**src/rtl/dmem_arbiter_pkg.sv**
```systemverilog
// Shared types for the data-memory arbiter: FSM states, read-owner tags and
// the default length of a locked debug burst.
package dmem_arbiter_pkg;

  localparam int LOCK_MAX_DEFAULT = 16;

  typedef enum logic [1:0] {
    ST_IDLE   = 2'd0,
    ST_IDLE_D = 2'd1,
    ST_LOCKED = 2'd2
  } arbState_t;

  typedef enum logic [1:0] {
    OWN_NONE = 2'd0,
    OWN_CORE = 2'd1,
    OWN_DBG  = 2'd2
  } owner_t;

endpackage

```
**src/rtl/dmem_arbiter.sv**
```systemverilog
// Two-port (core / debug) arbiter onto a single-ported data memory, with
// round-robin fairness and a bounded back-to-back lock for the debug port.
module dmem_arbiter
  import dmem_arbiter_pkg::*;
#(
  parameter int DATA_W   = 32,
  parameter int ADDR_W   = 9,
  parameter int LOCK_MAX = LOCK_MAX_DEFAULT
) (
  input  logic              clk,
  input  logic              reset,
  input  logic              core_req,
  input  logic              core_we,
  input  logic [ADDR_W-1:0] core_addr,
  input  logic [DATA_W-1:0] core_wdata,
  output logic              core_gnt,
  output logic              core_stall,
  output logic              core_rvalid,
  output logic [DATA_W-1:0] core_rdata,
  input  logic              dbg_req,
  input  logic              dbg_we,
  input  logic [ADDR_W-1:0] dbg_addr,
  input  logic [DATA_W-1:0] dbg_wdata,
  input  logic              dbg_lock,
  output logic              dbg_gnt,
  output logic              dbg_rvalid,
  output logic [DATA_W-1:0] dbg_rdata,
  output logic              mem_wr,
  output logic              mem_rd,
  output logic [ADDR_W-1:0] mem_addr,
  output logic [DATA_W-1:0] mem_wdata,
  input  logic [DATA_W-1:0] mem_rdata
);

  localparam int              CNT_W      = $clog2(LOCK_MAX + 1);
  localparam logic [CNT_W-1:0] LOCK_MAX_C = CNT_W'(LOCK_MAX);

  arbState_t        stateQ, stateD;
  logic [CNT_W-1:0] cntQ, cntD;
  owner_t           ownerQ, ownerD;
  logic             coreWin, dbgWin, lockHold;

  // Arbitration and next-state; a dropped lock falls back to IDLE_D rules at once.
  always_comb begin
    coreWin  = 1'b0;
    dbgWin   = 1'b0;
    stateD   = stateQ;
    cntD     = cntQ;
    lockHold = (stateQ == ST_LOCKED) && dbg_req && dbg_lock;
    if (lockHold) begin
      if ((cntQ == LOCK_MAX_C) && core_req) begin
        coreWin = 1'b1;
        stateD  = ST_IDLE;
        cntD    = '0;
      end else begin
        dbgWin = 1'b1;
        if (cntQ != LOCK_MAX_C) cntD = cntQ + CNT_W'(1);
      end
    end else begin
      if (core_req && dbg_req) begin
        if (stateQ == ST_IDLE) dbgWin = 1'b1;
        else                   coreWin = 1'b1;
      end else if (core_req) begin
        coreWin = 1'b1;
      end else if (dbg_req) begin
        dbgWin = 1'b1;
      end
      if (coreWin) begin
        stateD = ST_IDLE;
        cntD   = '0;
      end else if (dbgWin) begin
        stateD = dbg_lock ? ST_LOCKED : ST_IDLE_D;
        cntD   = dbg_lock ? CNT_W'(1) : '0;
      end else if (stateQ == ST_LOCKED) begin
        stateD = ST_IDLE_D;
        cntD   = '0;
      end
    end
  end

  always_comb begin
    ownerD = OWN_NONE;
    if (core_gnt && !core_we)     ownerD = OWN_CORE;
    else if (dbg_gnt && !dbg_we)  ownerD = OWN_DBG;
  end

  // Reset parks in IDLE_D so the core wins the first tie.
  always_ff @(posedge clk) begin
    if (reset) begin
      stateQ <= ST_IDLE_D;
      cntQ   <= '0;
      ownerQ <= OWN_NONE;
    end else begin
      stateQ <= stateD;
      cntQ   <= cntD;
      ownerQ <= ownerD;
    end
  end

  assign core_gnt   = coreWin && !reset;
  assign dbg_gnt    = dbgWin && !reset;
  assign core_stall = core_req && !core_gnt && !reset;

  assign mem_rd    = (core_gnt && !core_we) || (dbg_gnt && !dbg_we);
  assign mem_wr    = (core_gnt && core_we) || (dbg_gnt && dbg_we);
  assign mem_addr  = core_gnt ? core_addr  : (dbg_gnt ? dbg_addr  : '0);
  assign mem_wdata = core_gnt ? core_wdata : (dbg_gnt ? dbg_wdata : '0);

  assign core_rvalid = (ownerQ == OWN_CORE) && !reset;
  assign dbg_rvalid  = (ownerQ == OWN_DBG) && !reset;
  assign core_rdata  = core_rvalid ? mem_rdata : '0;
  assign dbg_rdata   = dbg_rvalid ? mem_rdata : '0;

endmodule

```
**config.mk**
```make
export PLATFORM = sky130hd
export DESIGN_NAME = dmem_arbiter
export DESIGN_NICKNAME = d
export VERILOG_FILES = /design/src/rtl/dmem_arbiter_pkg.sv /design/src/rtl/dmem_arbiter.sv
export SDC_FILE = /design/constraint.sdc
export NUM_CORES = 1
export LEC_CHECK = 0
export ABC_AREA = 1
export CAP_MARGIN = 25
export CORE_AREA = 2 2 90 92
export CTS_CLUSTER_DIAMETER = 150
export DETAILED_ROUTE_END_ITERATION = 7
export DIE_AREA = 0 0 92 94
export GPL_TIMING_DRIVEN = 0
export PLACE_DENSITY_LB_ADDON = 0.05
export SLEW_MARGIN = 30
export SYNTH_ARGS = -nofsm -noshare
export SYNTH_HDL_FRONTEND = slang
export SYNTH_SLANG_ARGS = --single-unit
```
**constraint.sdc**
```tcl
create_clock -name clk -period 1.5 [get_ports clk]
set_input_delay 0.3 -clock clk [delete_from_list [all_inputs] [get_ports clk]]
set_output_delay 0.3 -clock clk [all_outputs]
set_load 0.03 [all_outputs]
```
==> out/summary.txt, run 1 <==
Port Buffer Count = 232
CTS Buffer Depth = 2
Clock Pin Slew Worst Setup and Hold Paths = 0.05 ns
Status = finished with violations
Number of CTS-inserted buffers = 3
Worst r2r src = stateQ[0]
Post-synth ARST share = 0
Worst-Skew Late Latency = 0.24 ns
Vias in the first global route = 2990
Unrepaired setup endpoints after global routing = yes
Initial antenna violation count = 0
Worst clock skew = 0.00416 ns
Post-synthesis sequential area ratio = 0.106
CP arrival = 1.73 ns
Synth area leaders = nand2_1 21%, nor2_1 16%, nand3_1 15%
First-pass GRT wire length = 14700 um
#FFs+latches synth = 9
Final Hold Viols = 0
GPL Wtd Cong = 0.859
Logic family by area = simple AND/OR/NAND/NOR gates
Leading area contributor after synthesis = nand2_1
YS warnings = 0
Max_cap viols = 0
Simple share = 0.650
N_diodes = 0
Endpoints failing setup = 110
Kind of critical path = flip-flop to output port
Wire length on met3 = 886 um
Minimum clock period = 2.03 ns
CTS HTree Levels = 1
Top cells by count, synth = 94 x nand2_1, 72 x nor2_1, 51 x nand3_1, 47 x inv_1, 20 x nand2_2
Reg2Reg Capture Point = cntQ[0]
DP HPWL = 7810 um
Final worst slack = -0.526 ns
Clock Sinks = 9
Failing checks = setup timing
## run 1: how the worst min path moves through the flow
stage            start         to  slack (ns)
2_1_floorplan    reset    cntQ[1]        0.36
3_3_place_gp   cntQ[1]    cntQ[1]        0.49
3_5_place_dp   cntQ[1]    cntQ[1]        0.49
4_1_cts          reset    cntQ[1]        0.38
5_1_grt          reset  stateQ[1]        0.38
6_report         reset  stateQ[1]        0.37
## run 1: state kept, by name (all words and copies together), names as in the netlist
register / cells
cntQ: 5
ownerQ: 2
stateQ: 2
## run 1: logic make-up (layout without fill, tap and decap cells)
family,count (synthesis),after routing
adder cells (fa/ha/maj),2,2
AND-OR/OR-AND,8,8
flip-flops,9,9
XOR/XNOR,1,1
AND/OR/NAND/NOR,248,248
buffers and inverters,69,328
## run 1: placed cells by master, fill, tap and decap left out, drive strengths merged
master	instances
buf	148
clkdlybuf4s50	116
nand2	116
nor2	74
nand3	53
inv	47
clkbuf	11
dfxtp	9
a21oi	6
dlygate4sd2	3
clkinv	3
nand3b	2
nand4	2
o21ai	2
ha	2
nor3	1
xor2	1
## run 1: final cells by class
cell class	instances	area [um2]
Multi-Input combinational cell	259	2190
Fill cell	509	1830
Sequential cell	9	191
Buffer	18	243
Tap cell	102	128
Clock buffer	4	45.0
Inverter	50	214
Timing Repair Buffer	256	2770
## run 1: metal layers
metal | vias up | GRT usage
li1 | 1539 | -
met1 | 1423 | 0.213
met2 | 174 | 0.407
met3 | 17 | 0.0554
met4 | 0 | 0.0647
met5 | - | 0
## run 1: critical path: stages (launching register included)
cell and delay (ns):
dfxtp_2 0.32, inv_2 0.07, ha_4 0.13, nand2_2 0.06, clkinv_2 0.07, nand3_4 0.07, nand2_4 0.12, nand3_4 0.11
buf_4 0.16, buf_4 0.13, o21ai_4 0.11, buf_6 0.15
## run 1: where the power goes
| part | switching (mW) | internal [mW] |
|---|---|---|
| combinational | 0.791 | 0.765 |
| clock | 0.112 | 0.187 |
| sequential | 0.00779 | 0.246 |
## run 1: per-stage QoR
stage | setup slack, ns | util | instance area, um2 | setup TNS, ns | power, mW
CTS | -0.545 | 0.690 | 5250 | -28.92 | 2.01
global route | -0.612 | 0.760 | 5780 | -38.38 | 2.21
floorplan | -0.142 | - | 2360 | -5.74 | 0.951
global placement | -1.39 | 0.632 | 4810 | -137.30 | 1.57
finish | -0.526 | 0.760 | 5780 | -31.46 | 2.11
detailed placement | -1.38 | 0.632 | 4810 | -136.92 | 1.59
## run 1: repair_timing
action | CTS | global route
setup buffers | 17 | 1
resized | 820 | 121
hold buffers | 0 | 0
pin swaps | 15 | 1
setup endpoints to repair | 114 | 113
gates cloned | 1 | 5
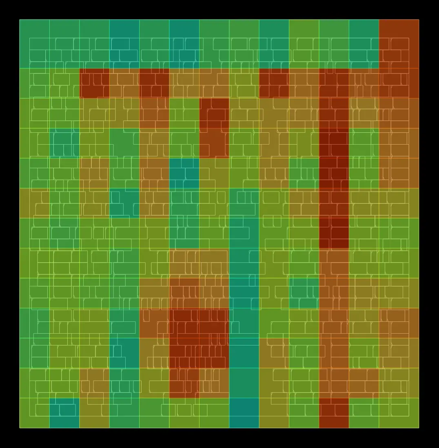
Figure 1: run 1, track usage over the die.
met2 usage: 0.407
All-Layer GR Usage: 0.208
fin util: 0.760
DR WL/cell: 14.9 um

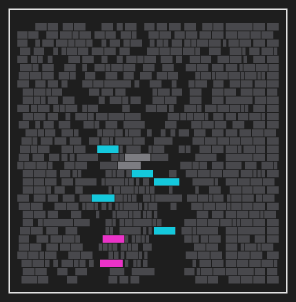
Figure 2: run 1, register map, names as in the netlist.
Drawn at 3 px/um.
Cyan shows cntQ, placed flops 5, where middle. Magenta shows stateQ, placed flops 2.
Another 2 sequential cells are not coloured.

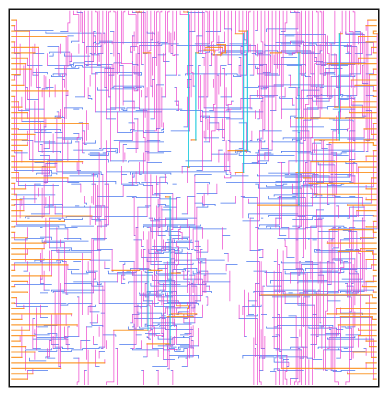
Figure 3: run 1, signal wires by layer.
Drawn at 4 px/um.
Magenta shows M2, wire length 5760 um. Orange shows M3, wire length 887 um. Blue shows M1, wire length 3550 um. Cyan shows M4, wire length 241 um.
DR vias: 3153
Total Routed Length: 10400 um

==> run 1 -> run 2 <==
- CORE_AREA: 2 2 90 92 -> 2 2 91 93
- DIE_AREA: 0 0 92 94 -> 0 0 93 95
- RECOVER_POWER: default -> 100
- clock period: 1.5 -> 2.3 ns (I/O delays scaled with it)
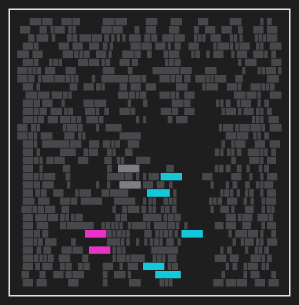
Figure 4: run 2, register map, names as in the netlist.
Drawn at 3 px/um.
Cyan shows cntQ, placed flops 5, where bottom middle. Magenta shows stateQ, placed flops 2.
Seq group: 0.166 mW
fin util: 0.548

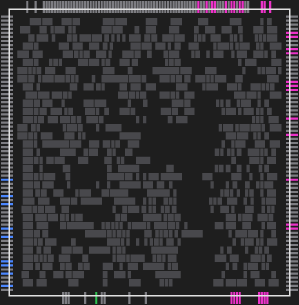
Figure 5: run 2, pin placement.
Drawn at 3 px/um. Pins as bars across the die edge, other pins in grey.
Magenta shows mem_rdata, pins 32, direction input, edge 12 right, 12 top, 8 bottom. Green shows dbg_lock, pins 1, direction input, edge bottom. Blue shows core_addr, pins 9, direction input, edge left.
All pins by edge: 80 top, 68 left, 68 right, 17 bottom.
Port Buffer Count: 232
Die W: 93 um
die y size: 95 um

==> run 2 against run 1 <==
  * The flow now finishes without violations
  * Synthesized area unchanged
  * Cell area decreased by 25%
  * Cell count decreased by 1.3%
  * Critical path type unchanged
  * Critical endpoint is now mem_wdata[21]
==> out/summary.txt, run 2 <==
Status = finished, final reports clean
Worst r2r src = cntQ[0]
CTS HTree Levels = 1
Number of CTS-inserted buffers = 3
Worst-Skew Late Latency = 0.24 ns
YS warnings = 0
Max_cap viols = 0
TNS Setup = 0 ns
Clock Pin Slew Worst Setup and Hold Paths = 0.05 ns
Final Hold Viols = 0
Initial antenna violation count = 0
GPL Wtd Cong = 0.817
N_diodes = 0
Kind of cell adding the most delay to the critical path = buffers and inverters
Top Layout Cells = 117 x clkdlybuf4s50_1, 79 x nand2_1, 72 x nor2_1
Clock Sinks = 9
CP arrival = 1.79 ns
Buf/Inv on CP = 5
Top reg by flops = cntQ
Crit-path cells = inv_2, ha_4, nand2_2, inv_2, nand3_4, nand2_4, nand3_4, clkinv_8, clkbuf_16, nand2_1, nand2_1, buf_6
Most common logic cell in the routed design = clkdlybuf4s50_1
Max FFs per register = 5
Kind of critical path = flip-flop to output port
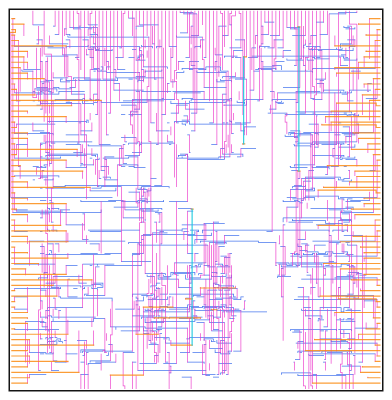
Figure 6: run 2, signal wires by layer.
Drawn at 4 px/um.
Orange shows M3, wire length 951 um. Cyan shows M4, wire length 91.8 um. Magenta shows M2, wire length 4800 um. Blue shows M1, wire length 3000 um.
DR vias: 2943
DR WL/cell: 12.8 um
All-Layer GR Usage: 0.169
Total Routed Length: 8830 um

-- run 2: cell counts after synthesis --
Identical to the previous run, type by type.
-- run 2: tightest hold or removal path, stage by stage (launching register included) --
cell     delay (ns)
dfxtp_4        0.34
nand2_1        0.06
a21oi_1        0.05
-- run 2: area by class of cell --
class	instances	area [um2]
fill	785	3580
clock buffer	4	45.0
timing repair inverter	1	8.76
sequential	9	185
timing repair buffer	242	2320
multi-input combinational	259	1280
buffer	19	174
inverter	50	200
tap	105	131
-- run 2: timing repair --
action,in CTS,in global routing
setup endpoints to repair,112,101
cloned,0,5
endpoints found under the hold margin,0,0
setup buffers,1,5
pin swaps,2,4
resized,408,107
-- run 2: where the power goes --
group | switching (mW) | leakage [nW] | internal, mW
sequential | 0.00473 | 0.0745 | 0.161
combinational | 0.397 | 2.19 | 0.398
clock | 0.0692 | 0.0228 | 0.121
total | 0.471 | 2.28 | 0.680
-- run 2: how the worst min path moves through the flow --
stage | cells after the start | to | slack, ns | start
floorplan | 2 | cntQ[4] | 0.46 | cntQ[4]
global placement | 2 | cntQ[4] | 0.48 | cntQ[4]
detailed placement | 2 | cntQ[4] | 0.49 | cntQ[4]
CTS | 2 | cntQ[1] | 0.50 | cntQ[1]
global route | 2 | cntQ[1] | 0.50 | cntQ[1]
finish | 2 | cntQ[1] | 0.49 | cntQ[1]
-- run 2: logic make-up after synthesis --
family                     count (synthesis)  synth area share
buffers and inverters                     69             0.199
DFF                                        9             0.106
xor gates and xnor gates                   1           0.00513
AOI/OAI and AO/OA                          8            0.0257
adders and majority gates                  2            0.0147
and+or+nand+nor                          248             0.650
-- run 2: per-stage QoR --
stage,power (mW),util
5_1_grt,1.22,0.548
2_1_floorplan,0.515,-
4_1_cts,1.09,0.521
6_report,1.15,0.548
3_3_place_gp,0.921,0.525
3_5_place_dp,0.925,0.525
-- run 2: per-layer routing --
metal / track usage / up-vias / wire [um]
met1: 0.163 / 1267 / 3000
met2: 0.343 / 156 / 4800
met4: 0.0404 / 0 / 91
met5: 0 / - / 0
met3: 0.0559 / 7 / 950
li1: - / 1513 / -
==> run 2 -> run 3 <==
- CAP_MARGIN: 25 -> default
- GPL_ROUTABILITY_DRIVEN: default -> 0
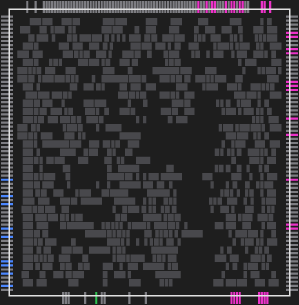
Figure 7: run 3, pin placement.
Drawn at 3 px/um. Pins as bars across the die edge, other pins in grey.
Blue shows core_addr, pins 9, direction input, edge left. Magenta shows mem_rdata, pins 32, direction input, edge 12 right, 12 top, 8 bottom. Green shows dbg_lock, pins 1, direction input, edge bottom.
All pins by edge: 80 top, 68 left, 68 right, 17 bottom.

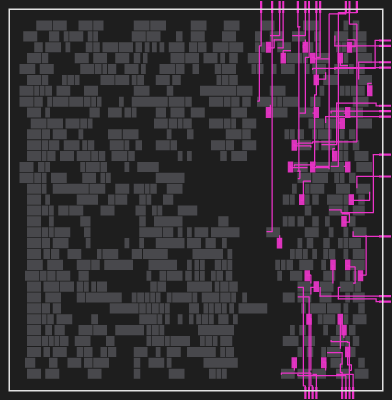
Figure 8: run 3, port wiring.
Drawn at 4 px/um.
Magenta shows mem_rdata, bits 32, direction input, edge 12 right, 12 top, 8 bottom, end cells 32, buffers 32, wire 829 um.
I/O Pins: 233

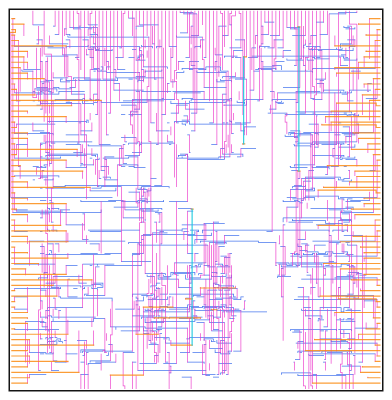
Figure 9: run 3, signal wires by layer.
Drawn at 4 px/um.
Cyan shows M4, wire length 91.8 um. Magenta shows M2, wire length 4800 um. Orange shows M3, wire length 951 um. Blue shows M1, wire length 3000 um.

==> run 3 against run 2 <==
  * Cell area is the same
  * Synthesized cell count is the same
  * Total power is the same
  * Global-route usage is the same
  * Synthesized area is the same
  * Sequential power is essentially flat
  * Critical path depth is the same
  * Worst hold slack is the same
  * First-iteration DRC count is the same
  * Largest cell class unchanged
  * Clock-buffer cell count is the same
  * Setup slack is the same
  * Via count is the same
==> out/summary.txt, run 3 <==
Status = finished, final reports clean
Post-synthesis sequential area ratio = 0.106
Buf/Inv on CP = 5
Kind of critical path = flip-flop to output port
#FFs+latches synth = 9
Minimum clock period = 2.25 ns
CTS Buffer Depth = 2
Top reg by flops = cntQ
Top Layout Cells = 117 x clkdlybuf4s50_1, 79 x nand2_1, 72 x nor2_1
Initial antenna violation count = 0
Most common logic cell in the routed design = clkdlybuf4s50_1
DR vias = 2943
Final Hold Viols = 0
Endpoints failing setup = 0
CTS HTree Levels = 1
Number of fillers in the final layout = 785
Top cells by count, synth = 94 x nand2_1, 72 x nor2_1, 51 x nand3_1, 47 x inv_1, 20 x nand2_2
DP HPWL = 7320 um
Total Routed Length = 8830 um
CP peak stage delay = 0.32 ns
Final Instance Area = 0.00435 mm2
Clock Pin Slew Worst Setup and Hold Paths = 0.05 ns
Number of CTS-inserted buffers = 3
Leading area contributor after synthesis = nand2_1
Worst clock skew = 0.00601 ns
Die y size = 95 um
All-Layer GR Usage = 0.169
N_diodes = 0
Die W = 93 um
DR WL/cell = 12.8 um
Synth area leaders = nand2_1 21%, nor2_1 16%, nand3_1 15%
Max FFs per register = 5
Slowest stage cell, crit path = dfxtp_2
Hold_sp = cntQ[1]
TNS Setup = 0 ns
Number of hold buffers added after cts = 0
Worst-Skew Late Latency = 0.24 ns
[run 3: cell counts after synthesis]
Identical to the previous run, type by type.
[run 3: logic make-up (layout without fill, tap and decap cells)]
group | after synthesis | in the layout | synth area share
adder cells (fa/ha/maj) | 2 | 2 | 0.0147
AND-OR/OR-AND | 8 | 8 | 0.0257
XOR/XNOR | 1 | 1 | 0.00513
buffers and inverters | 69 | 316 | 0.199
AND/OR/NAND/NOR | 248 | 248 | 0.650
flip-flops | 9 | 9 | 0.106
[run 3: metrics by stage]
stage          power [mW]  utilization  setup slack, ns
3_5_place_dp        0.925        0.525           -0.837
6_report             1.15        0.548           0.0476
5_1_grt              1.22        0.548          -0.0507
2_1_floorplan       0.515            -            0.130
4_1_cts              1.09        0.521         0.000239
3_3_place_gp        0.921        0.525           -0.814
[run 3: what timing repair did]
item                       CTS  global route
gates resized              408           107
buffers inserted             1             5
setup endpoints to repair  112           101
cloned                       0             5
pin swaps                    2             4
[run 3: worst paths after layout]
kind         slack (ns)       endpoint  cells past startpoint
max                0.05  mem_wdata[21]                     12
min reg2reg        0.49        cntQ[1]                      2
max reg2reg        0.90        cntQ[2]                     12
min                0.49        cntQ[1]                      2
[run 3: metal layers]
metal / routed length (um) / global-route usage
met1: 3000 / 0.163
met2: 4800 / 0.343
met3: 950 / 0.0559
met4: 91 / 0.0404
met5: 0 / 0
[run 3: final cells by class]
cell class,instances,area [um2],share of cell area
clock buffer,4,45.0,0.0104
timing repair buffer,242,2320,0.535
multi-input combinational,259,1280,0.294
tap,105,131,0.0302
inverter,50,200,0.0460
timing repair inverter,1,8.76,0.00201
buffer,19,174,0.0400
sequential,9,185,0.0426
[run 3: worst min-delay path: cells and delay by family, from the launching register on]
family,cells,cell delay (ns)
DFF,1,0.34
and+or+nand+nor,1,0.06
AOI/OAI and AO/OA,1,0.05
[run 3: where the power goes]
part	internal [mW]	leakage [nW]	switching, mW
Combinational	0.398	2.19	0.397
Sequential	0.161	0.0745	0.00473
Clock	0.121	0.0228	0.0692
Total	0.680	2.28	0.471
Power is estimated from default activity; no workload was simulated.
